### config.mk
export PLATFORM = sky130hd
export DESIGN_NAME = memory_bus_responder_flat
export DESIGN_NICKNAME = d
export VERILOG_FILES = /design/src/rtl/memory_bus_responder_if.sv /design/src/rtl/memory_bus_responder.sv /design/src/flat_wrapper.sv
export SDC_FILE = /design/constraint.sdc
export NUM_CORES = 1
export LEC_CHECK = 0
export ABC_CLOCK_PERIOD_IN_PS = 11250
export CORE_UTILIZATION = 40
export DETAILED_ROUTE_END_ITERATION = 10
export PLACE_DENSITY_LB_ADDON = 0.08
export SLEW_MARGIN = 15
export SYNTH_ARGS = -nofsm -noshare
export SYNTH_HDL_FRONTEND = slang
export SYNTH_SLANG_ARGS = --single-unit
### constraint.sdc
create_clock -name clk_i -period 11.25 [get_ports clk_i]
set_input_delay 3.375 -clock clk_i [delete_from_list [all_inputs] [get_ports clk_i]]
set_output_delay 3.375 -clock clk_i [all_outputs]
set_load 0.05 [all_outputs]
### src/rtl/memory_bus_responder_if.sv
// Load/store request channels plus the single-port req/ack memory bus seen by memory_bus_responder.
interface memory_bus_responder_if;
  logic        load_request_i;
  logic [31:0] load_address_i;
  logic [31:0] load_data_o;
  logic        load_done_o;
  logic        load_error_o;
  logic        store_request_i;
  logic [31:0] store_address_i;
  logic [31:0] store_data_i;
  logic [1:0]  store_width_i;
  logic        store_done_o;
  logic        store_error_o;
  logic        mem_req_o;
  logic        mem_we_o;
  logic [31:0] mem_addr_o;
  logic [31:0] mem_wdata_o;
  logic [3:0]  mem_be_o;
  logic [31:0] mem_rdata_i;
  logic        mem_ack_i;

  modport slave (
    input  load_request_i, load_address_i,
    input  store_request_i, store_address_i, store_data_i, store_width_i,
    input  mem_rdata_i, mem_ack_i,
    output load_data_o, load_done_o, load_error_o,
    output store_done_o, store_error_o,
    output mem_req_o, mem_we_o, mem_addr_o, mem_wdata_o, mem_be_o
  );

  modport master (
    output load_request_i, load_address_i,
    output store_request_i, store_address_i, store_data_i, store_width_i,
    output mem_rdata_i, mem_ack_i,
    input  load_data_o, load_done_o, load_error_o,
    input  store_done_o, store_error_o,
    input  mem_req_o, mem_we_o, mem_addr_o, mem_wdata_o, mem_be_o
  );
endinterface

### src/rtl/memory_bus_responder.sv
// Captures one pending load and one pending store and arbitrates them onto a req/ack memory bus,
// reporting completion, bus timeouts and misaligned stores as done/error pulses.
module memory_bus_responder #(
  parameter int TIMEOUT_CYCLES  = 255,
  parameter int LOAD_STREAK_MAX = 4
) (
  input  logic                  clk_i,
  input  logic                  rst_i,
  memory_bus_responder_if.slave bus
);

  typedef enum logic [1:0] {
    S_IDLE       = 2'd0,
    S_LOAD_WAIT  = 2'd1,
    S_STORE_WAIT = 2'd2
  } state_t;

  localparam logic [9:0] TIMER_LAST = 10'(TIMEOUT_CYCLES - 1);
  localparam logic [7:0] STREAK_MAX = 8'(LOAD_STREAK_MAX);

  function automatic logic is_misaligned(input logic [1:0] width, input logic [1:0] a);
    case (width)
      2'b00:   is_misaligned = 1'b0;
      2'b01:   is_misaligned = a[0];
      2'b10:   is_misaligned = (a != 2'b00);
      default: is_misaligned = 1'b1;
    endcase
  endfunction

  function automatic logic [3:0] lane_be(input logic [1:0] width, input logic [1:0] a);
    case (width)
      2'b00:   lane_be = 4'b0001 << a;
      2'b01:   lane_be = 4'b0011 << {a[1], 1'b0};
      default: lane_be = 4'hF;
    endcase
  endfunction

  function automatic logic [31:0] lane_data(input logic [1:0] width, input logic [31:0] data);
    case (width)
      2'b00:   lane_data = {4{data[7:0]}};
      2'b01:   lane_data = {2{data[15:0]}};
      default: lane_data = data;
    endcase
  endfunction

  state_t      r_state, w_state;
  logic        r_load_pend, w_load_pend;
  logic        r_store_pend, w_store_pend;
  logic [31:0] r_load_addr, w_load_addr_nxt;
  logic [31:0] r_store_addr, w_store_addr_nxt;
  logic [31:0] r_store_data, w_store_data_nxt;
  logic [1:0]  r_store_width, w_store_width_nxt;
  logic [7:0]  r_streak, w_streak;
  logic [9:0]  r_timer, w_timer;
  logic        r_mem_req, w_mem_req;
  logic        r_mem_we, w_mem_we;
  logic [31:0] r_mem_addr, w_mem_addr;
  logic [31:0] r_mem_wdata, w_mem_wdata;
  logic [3:0]  r_mem_be, w_mem_be;
  logic [31:0] r_load_data, w_load_data;
  logic        r_load_done, w_load_done;
  logic        r_load_err, w_load_err;
  logic        r_store_done, w_store_done;
  logic        r_store_err, w_store_err;

  logic        w_load_acc, w_store_hit, w_store_mis, w_store_acc;
  logic        w_load_want, w_store_want;
  logic [31:0] w_ld_addr, w_st_addr, w_st_data;
  logic [1:0]  w_st_width;

  // Request capture, arbitration and bus/completion next-state logic
  always_comb begin
    // A request arriving while IDLE is visible to arbitration in the same cycle it is captured.
    w_load_acc   = bus.load_request_i & ~r_load_pend;
    w_store_hit  = bus.store_request_i & ~r_store_pend;
    w_store_mis  = is_misaligned(bus.store_width_i, bus.store_address_i[1:0]);
    w_store_acc  = w_store_hit & ~w_store_mis;
    w_load_want  = r_load_pend | w_load_acc;
    w_store_want = r_store_pend | w_store_acc;
    w_ld_addr    = r_load_pend  ? r_load_addr   : bus.load_address_i;
    w_st_addr    = r_store_pend ? r_store_addr  : bus.store_address_i;
    w_st_data    = r_store_pend ? r_store_data  : bus.store_data_i;
    w_st_width   = r_store_pend ? r_store_width : bus.store_width_i;

    w_state           = r_state;
    w_load_pend       = w_load_want;
    w_store_pend      = w_store_want;
    w_load_addr_nxt   = w_ld_addr;
    w_store_addr_nxt  = w_st_addr;
    w_store_data_nxt  = w_st_data;
    w_store_width_nxt = w_st_width;
    w_streak          = r_streak;
    w_timer           = r_timer;
    w_mem_req         = r_mem_req;
    w_mem_we          = r_mem_we;
    w_mem_addr        = r_mem_addr;
    w_mem_wdata       = r_mem_wdata;
    w_mem_be          = r_mem_be;
    w_load_data       = r_load_data;
    w_load_done       = 1'b0;
    w_load_err        = 1'b0;
    w_store_done      = w_store_hit & w_store_mis;
    w_store_err       = w_store_hit & w_store_mis;

    case (r_state)
      S_IDLE: begin
        w_timer = 10'd0;
        if (w_load_want && (!w_store_want || (r_streak < STREAK_MAX))) begin
          w_state     = S_LOAD_WAIT;
          w_streak    = w_store_want ? (r_streak + 8'd1) : 8'd0;
          w_mem_req   = 1'b1;
          w_mem_we    = 1'b0;
          w_mem_addr  = w_ld_addr & 32'hFFFF_FFFC;
          w_mem_be    = 4'hF;
          w_mem_wdata = 32'h0000_0000;
        end else if (w_store_want) begin
          w_state     = S_STORE_WAIT;
          w_streak    = 8'd0;
          w_mem_req   = 1'b1;
          w_mem_we    = 1'b1;
          w_mem_addr  = w_st_addr & 32'hFFFF_FFFC;
          w_mem_be    = lane_be(w_st_width, w_st_addr[1:0]);
          w_mem_wdata = lane_data(w_st_width, w_st_data);
        end else begin
          w_streak = 8'd0;
        end
      end
      S_LOAD_WAIT: begin
        if (bus.mem_ack_i) begin
          w_state     = S_IDLE;
          w_timer     = 10'd0;
          w_mem_req   = 1'b0;
          w_load_done = 1'b1;
          w_load_data = bus.mem_rdata_i;
          w_load_pend = 1'b0;
        end else if (r_timer == TIMER_LAST) begin
          w_state     = S_IDLE;
          w_timer     = 10'd0;
          w_mem_req   = 1'b0;
          w_load_done = 1'b1;
          w_load_err  = 1'b1;
          w_load_data = 32'h0000_0000;
          w_load_pend = 1'b0;
        end else begin
          w_timer = r_timer + 10'd1;
        end
      end
      S_STORE_WAIT: begin
        if (bus.mem_ack_i) begin
          w_state      = S_IDLE;
          w_timer      = 10'd0;
          w_mem_req    = 1'b0;
          w_store_done = 1'b1;
          w_store_err  = 1'b0;
          w_store_pend = 1'b0;
        end else if (r_timer == TIMER_LAST) begin
          w_state      = S_IDLE;
          w_timer      = 10'd0;
          w_mem_req    = 1'b0;
          w_store_done = 1'b1;
          w_store_err  = 1'b1;
          w_store_pend = 1'b0;
        end else begin
          w_timer = r_timer + 10'd1;
        end
      end
      default: begin
        w_state = S_IDLE;
      end
    endcase
  end

  // State, pending captures and registered outputs
  always_ff @(posedge clk_i or posedge rst_i) begin
    if (rst_i) begin
      r_state       <= S_IDLE;
      r_load_pend   <= 1'b0;
      r_store_pend  <= 1'b0;
      r_load_addr   <= 32'h0000_0000;
      r_store_addr  <= 32'h0000_0000;
      r_store_data  <= 32'h0000_0000;
      r_store_width <= 2'b00;
      r_streak      <= 8'd0;
      r_timer       <= 10'd0;
      r_mem_req     <= 1'b0;
      r_mem_we      <= 1'b0;
      r_mem_addr    <= 32'h0000_0000;
      r_mem_wdata   <= 32'h0000_0000;
      r_mem_be      <= 4'h0;
      r_load_data   <= 32'h0000_0000;
      r_load_done   <= 1'b0;
      r_load_err    <= 1'b0;
      r_store_done  <= 1'b0;
      r_store_err   <= 1'b0;
    end else begin
      r_state       <= w_state;
      r_load_pend   <= w_load_pend;
      r_store_pend  <= w_store_pend;
      r_load_addr   <= w_load_addr_nxt;
      r_store_addr  <= w_store_addr_nxt;
      r_store_data  <= w_store_data_nxt;
      r_store_width <= w_store_width_nxt;
      r_streak      <= w_streak;
      r_timer       <= w_timer;
      r_mem_req     <= w_mem_req;
      r_mem_we      <= w_mem_we;
      r_mem_addr    <= w_mem_addr;
      r_mem_wdata   <= w_mem_wdata;
      r_mem_be      <= w_mem_be;
      r_load_data   <= w_load_data;
      r_load_done   <= w_load_done;
      r_load_err    <= w_load_err;
      r_store_done  <= w_store_done;
      r_store_err   <= w_store_err;
    end
  end

  assign bus.mem_req_o     = r_mem_req;
  assign bus.mem_we_o      = r_mem_we;
  assign bus.mem_addr_o    = r_mem_addr;
  assign bus.mem_wdata_o   = r_mem_wdata;
  assign bus.mem_be_o      = r_mem_be;
  assign bus.load_data_o   = r_load_data;
  assign bus.load_done_o   = r_load_done;
  assign bus.load_error_o  = r_load_err;
  assign bus.store_done_o  = r_store_done;
  assign bus.store_error_o = r_store_err;

endmodule
### src/flat_wrapper.sv
// flat-port wrapper written by rule: the top's interface ports become plain ports
module memory_bus_responder_flat 
#(
  parameter int TIMEOUT_CYCLES  = 255,
  parameter int LOAD_STREAK_MAX = 4
)
  (clk_i, rst_i, bus_load_request_i, bus_load_address_i, bus_store_request_i, bus_store_address_i, bus_store_data_i, bus_store_width_i, bus_mem_rdata_i, bus_mem_ack_i, bus_load_data_o, bus_load_done_o, bus_load_error_o, bus_store_done_o, bus_store_error_o, bus_mem_req_o, bus_mem_we_o, bus_mem_addr_o, bus_mem_wdata_o, bus_mem_be_o);
  memory_bus_responder_if bus_i ();
  input  logic clk_i;
  input  logic rst_i;
  input wire logic [$bits(bus_i.load_request_i)-1:0] bus_load_request_i;
  input wire logic [$bits(bus_i.load_address_i)-1:0] bus_load_address_i;
  input wire logic [$bits(bus_i.store_request_i)-1:0] bus_store_request_i;
  input wire logic [$bits(bus_i.store_address_i)-1:0] bus_store_address_i;
  input wire logic [$bits(bus_i.store_data_i)-1:0] bus_store_data_i;
  input wire logic [$bits(bus_i.store_width_i)-1:0] bus_store_width_i;
  input wire logic [$bits(bus_i.mem_rdata_i)-1:0] bus_mem_rdata_i;
  input wire logic [$bits(bus_i.mem_ack_i)-1:0] bus_mem_ack_i;
  output wire logic [$bits(bus_i.load_data_o)-1:0] bus_load_data_o;
  output wire logic [$bits(bus_i.load_done_o)-1:0] bus_load_done_o;
  output wire logic [$bits(bus_i.load_error_o)-1:0] bus_load_error_o;
  output wire logic [$bits(bus_i.store_done_o)-1:0] bus_store_done_o;
  output wire logic [$bits(bus_i.store_error_o)-1:0] bus_store_error_o;
  output wire logic [$bits(bus_i.mem_req_o)-1:0] bus_mem_req_o;
  output wire logic [$bits(bus_i.mem_we_o)-1:0] bus_mem_we_o;
  output wire logic [$bits(bus_i.mem_addr_o)-1:0] bus_mem_addr_o;
  output wire logic [$bits(bus_i.mem_wdata_o)-1:0] bus_mem_wdata_o;
  output wire logic [$bits(bus_i.mem_be_o)-1:0] bus_mem_be_o;
  assign bus_i.load_request_i = bus_load_request_i;
  assign bus_i.load_address_i = bus_load_address_i;
  assign bus_i.store_request_i = bus_store_request_i;
  assign bus_i.store_address_i = bus_store_address_i;
  assign bus_i.store_data_i = bus_store_data_i;
  assign bus_i.store_width_i = bus_store_width_i;
  assign bus_i.mem_rdata_i = bus_mem_rdata_i;
  assign bus_i.mem_ack_i = bus_mem_ack_i;
  assign bus_load_data_o = bus_i.load_data_o;
  assign bus_load_done_o = bus_i.load_done_o;
  assign bus_load_error_o = bus_i.load_error_o;
  assign bus_store_done_o = bus_i.store_done_o;
  assign bus_store_error_o = bus_i.store_error_o;
  assign bus_mem_req_o = bus_i.mem_req_o;
  assign bus_mem_we_o = bus_i.mem_we_o;
  assign bus_mem_addr_o = bus_i.mem_addr_o;
  assign bus_mem_wdata_o = bus_i.mem_wdata_o;
  assign bus_mem_be_o = bus_i.mem_be_o;
  memory_bus_responder #(.TIMEOUT_CYCLES(TIMEOUT_CYCLES), .LOAD_STREAK_MAX(LOAD_STREAK_MAX)) u_core (.clk_i(clk_i), .rst_i(rst_i), .bus(bus_i));
endmodule
==> flow_summary.ini <==
; physical design summary
[power_and_ir_drop]
p_seq_mw = 1.38
p_total_mw = 4.20
power_frac_comb_pct = 48.3
p_seq_share_pct = 32.9
power_density_nw_per_um2 = 335
power.group.top = combinational cells
clkPwrFrac_pct = 18.9
intPower_mw = 2.44
netSwitchingFraction_pct = 42.0
leakage_nw = 5.61
powerClk_uw = 793
pg_comb_mw = 2.03
switchingPower_mw = 1.77
ir_drop_v = 0.000162

[global_routing]
grt_max_degree = 152
antenna_found_initial = 1
grt_overflow = 0
grt_pass1_wl_um = 38100
grt_pass1_vias = 6917

[clock_network]
post-cts-setup-buffers = 0
cts_made_buffers = 25
cts_sinks = 222
ctsLongestPathBuffers = 3
cts.clk_slew.worst_paths_ns = 0.06
cts_tree = built
insertion_delay_ns = 0.51
htree_levels = 1
post_cts_resize_count = 0
cts_hold_buf = 0
cts_root_buf = clkbuf_16

[synthesis]
mux_share_pct = 12.1
synth_cell_type_count = 54
syn-instance-count = 701
avgSynthCellArea_sq_um = 13.1
top_area_share_pct = 60.6
yosysCellCount = 701
ys_top_cells_by_count = dfrtp_1 (222), mux2_2 (56), a22o_1 (52)
ys_async_sr_fraction_pct = 100
yosys_area_sq_um = 9170
top_cells_by_area = dfrtp_1 (61%), mux2_2 (6.9%), mux2i_1 (5.2%)
logic_family = AND-OR/OR-AND gates
synth_area_sq_um = 9170
xor_area_share_pct = 0.573
top_cell = dfrtp_1
ys_seq_share_pct = 60.6
netlist.top_cell.by_area = dfrtp_1
yosysWarnings = 0
synth-simple-area-share_pct = 4.20
ys_sh_aoi_pct = 16.9
flop_cell = dfrtp_1
synth-edff-count = 0
ys_seq_elements = 222
ys_sh_adder_pct = 0.955

[final_layout]
design_area_sq_um = 12500
n_antenna_cell = 0
drive_gt1_share_pct = 12.3
nets = 1062
fin_cells = 1221
area_growth_pct = 36.7
utilization_pct = 55.5

[drt]
vias_per_cell = 5.33
wl_met3_um = 1490
first_pass_iters = 6
wl_per_cell_um = 19.5
ant_nets = 0
top_layer_used = met5
drt-initial-drc-count = 333
drc_errors = 0
num_vias = 6509
routed-wl-met2_um = 11300
wl_um = 23800
met1_length_um = 10500

[worst_setup_path]
startpoint = bus_store_width_i[0]
crit_type = input pin to flop
end_kind = flop
crit_path_max_fanout = 37
r2r.worst_path.cells = 5
endpoint = u_core.bus.mem_addr_o[15]
r2r-start = u_core.r_store_pend
rrSetupSlack_ns = 7.77
worstPathRequired_ns = 11.70
regToRegEndpoint = u_core.bus.mem_addr_o[15]
crit_arrival_ns = 6.53
startpoint_type = input pin

[timing]
slew_violations = 0
hold_violations = 0
min_period_ns = 6.08
finalSetupViolations = 0
tightest_slew_ns = 1.12
clock-skew-final_ns = 0.0100
hold_ws_ns = 0.483
rsz0062_at_grt = false
setup_ws_ns = 5.17
clock.fmax_ghz = 0.164
tns_ns = 0
fin_crit_sh_pct = 54.1
relSlewSlack_pct = 25.0

[placement]
place_ws_ns = 4.64
dp_hpwl_um = 15600
place.gp.congestion = 0.788
io_buffers = 236
placed_cells = 1178
dpl-instance-area_sq_um = 11700

[flow_run]
drv_cap = 0
log.warning_count = 34

[floorplan]
die-area_sq_um = 23500
die-width_um = 153
fp.coreArea_sq_um = 22600
fp_util_pct = 40.6
top_level_ports = 241
die_h_um = 153
rows = 55

[min_path]
hp-start = u_core.r_load_addr[6]
holdCritPathClass = flop to flop
whs_endpoint = u_core.r_load_addr[6]
min_path_cells = 2

[status]
status = finished clean
[cells in the final DEF, fill, tap and decap left out, types with 3 or more instances in the layout]
master,n
and3_1,3
a22o_1,52
clkdlybuf4s50_1,236
dfrtp_1,220
clkinv_2,4
o21ai_0,8
clkbuf_8,3
or3_1,3
a221o_1,30
a21oi_1,12
buf_4,7
mux2_2,56
inv_1,48
o2bb2ai_1,16
a211oi_1,38
xor2_1,4
nor2_1,27
o22ai_1,8
nand2_1,9
nor2b_1,6
nand2b_1,3
mux2i_1,47
ha_1,7
nand4_1,4
clkbuf_16,25
clkbuf_1,4
o22a_1,4
a21o_1,4
[registers in the layout, summed over array words and instances, names as in the netlist]
name	count
u_core.r_state	2
u_core.bus.store_done_o	1
u_core.r_timer	10
u_core.bus.mem_req_o	1
u_core.r_streak	8
u_core.bus.load_error_o	1
u_core.r_store_width	2
u_core.bus.mem_be_o	4
u_core.r_store_pend	1
u_core.bus.store_error_o	1
u_core.bus.mem_we_o	1
u_core.r_store_data	32
u_core.r_load_pend	1
u_core.bus.mem_wdata_o	32
u_core.bus.mem_addr_o	30
u_core.r_load_addr	30
u_core.bus.load_data_o	32
u_core.r_store_addr	32
u_core.bus.load_done_o	1
[critical path, stage by stage]
cell             delay (ns)
clkdlybuf4s50_1        0.51
and2_1                 0.26
o211ai_4               0.90
o211a_2                0.80
buf_4                  0.45
a221o_1                0.22
[area by class of cell]
type | instances | area (sq um)
fill | 1878 | 10000
sequential | 222 | 5560
multi-input combinational | 378 | 3200
timing repair buffer | 243 | 2410
clock buffer | 32 | 682
tap | 285 | 357
inverter | 50 | 195
clock inverter | 11 | 121
[routing by layer]
metal / GRT usage (%) / vias up
met3: 4.17 / 42
met5: 0 / -
met4: 5.90 / 2
met2: 32.9 / 178
li1: - / 3011
met1: 28.1 / 3276
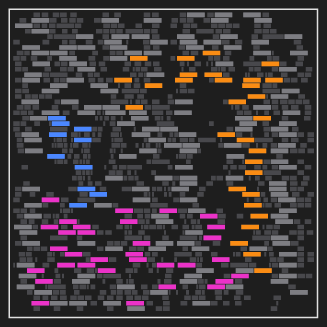
(images/registers.png)
Drawn at 2 px/um. Other sequential cells in the stronger gray, the rest of the logic in the fainter gray.
`u_core.r_timer`: marked blue, placed flops 10, where left middle. `u_core.r_store_data`: marked magenta, placed flops 32. `u_core.r_load_addr`: marked orange, placed flops 30.
Another 150 sequential cells are not colored.

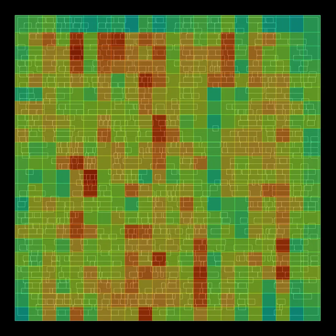
(images/final_congestion.png)
grt met2 use: 32.9%
met3 GRT Util: 4.17%
peak-usage layer in the global routing report: met2
gr usage total: 20.5%

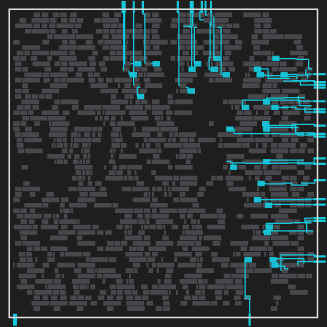
(images/port_nets.png)
Drawn at 2 px/um.
`bus_load_address_i`: marked cyan, bits 32, direction input, end cells 30, buffers 30, wire 1050 um.

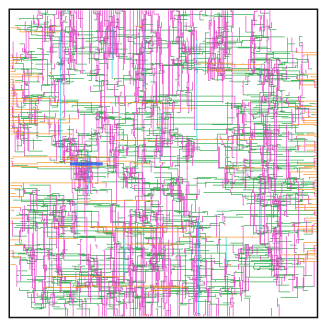
(images/metal_stack.png)
Drawn at 2 px/um.
met3: marked orange, wire length 1490 um. met1: marked green, wire length 10500 um. met5: marked blue, wire length 14.7 um. met4: marked cyan, wire length 506 um. met2: marked magenta, wire length 11300 um.

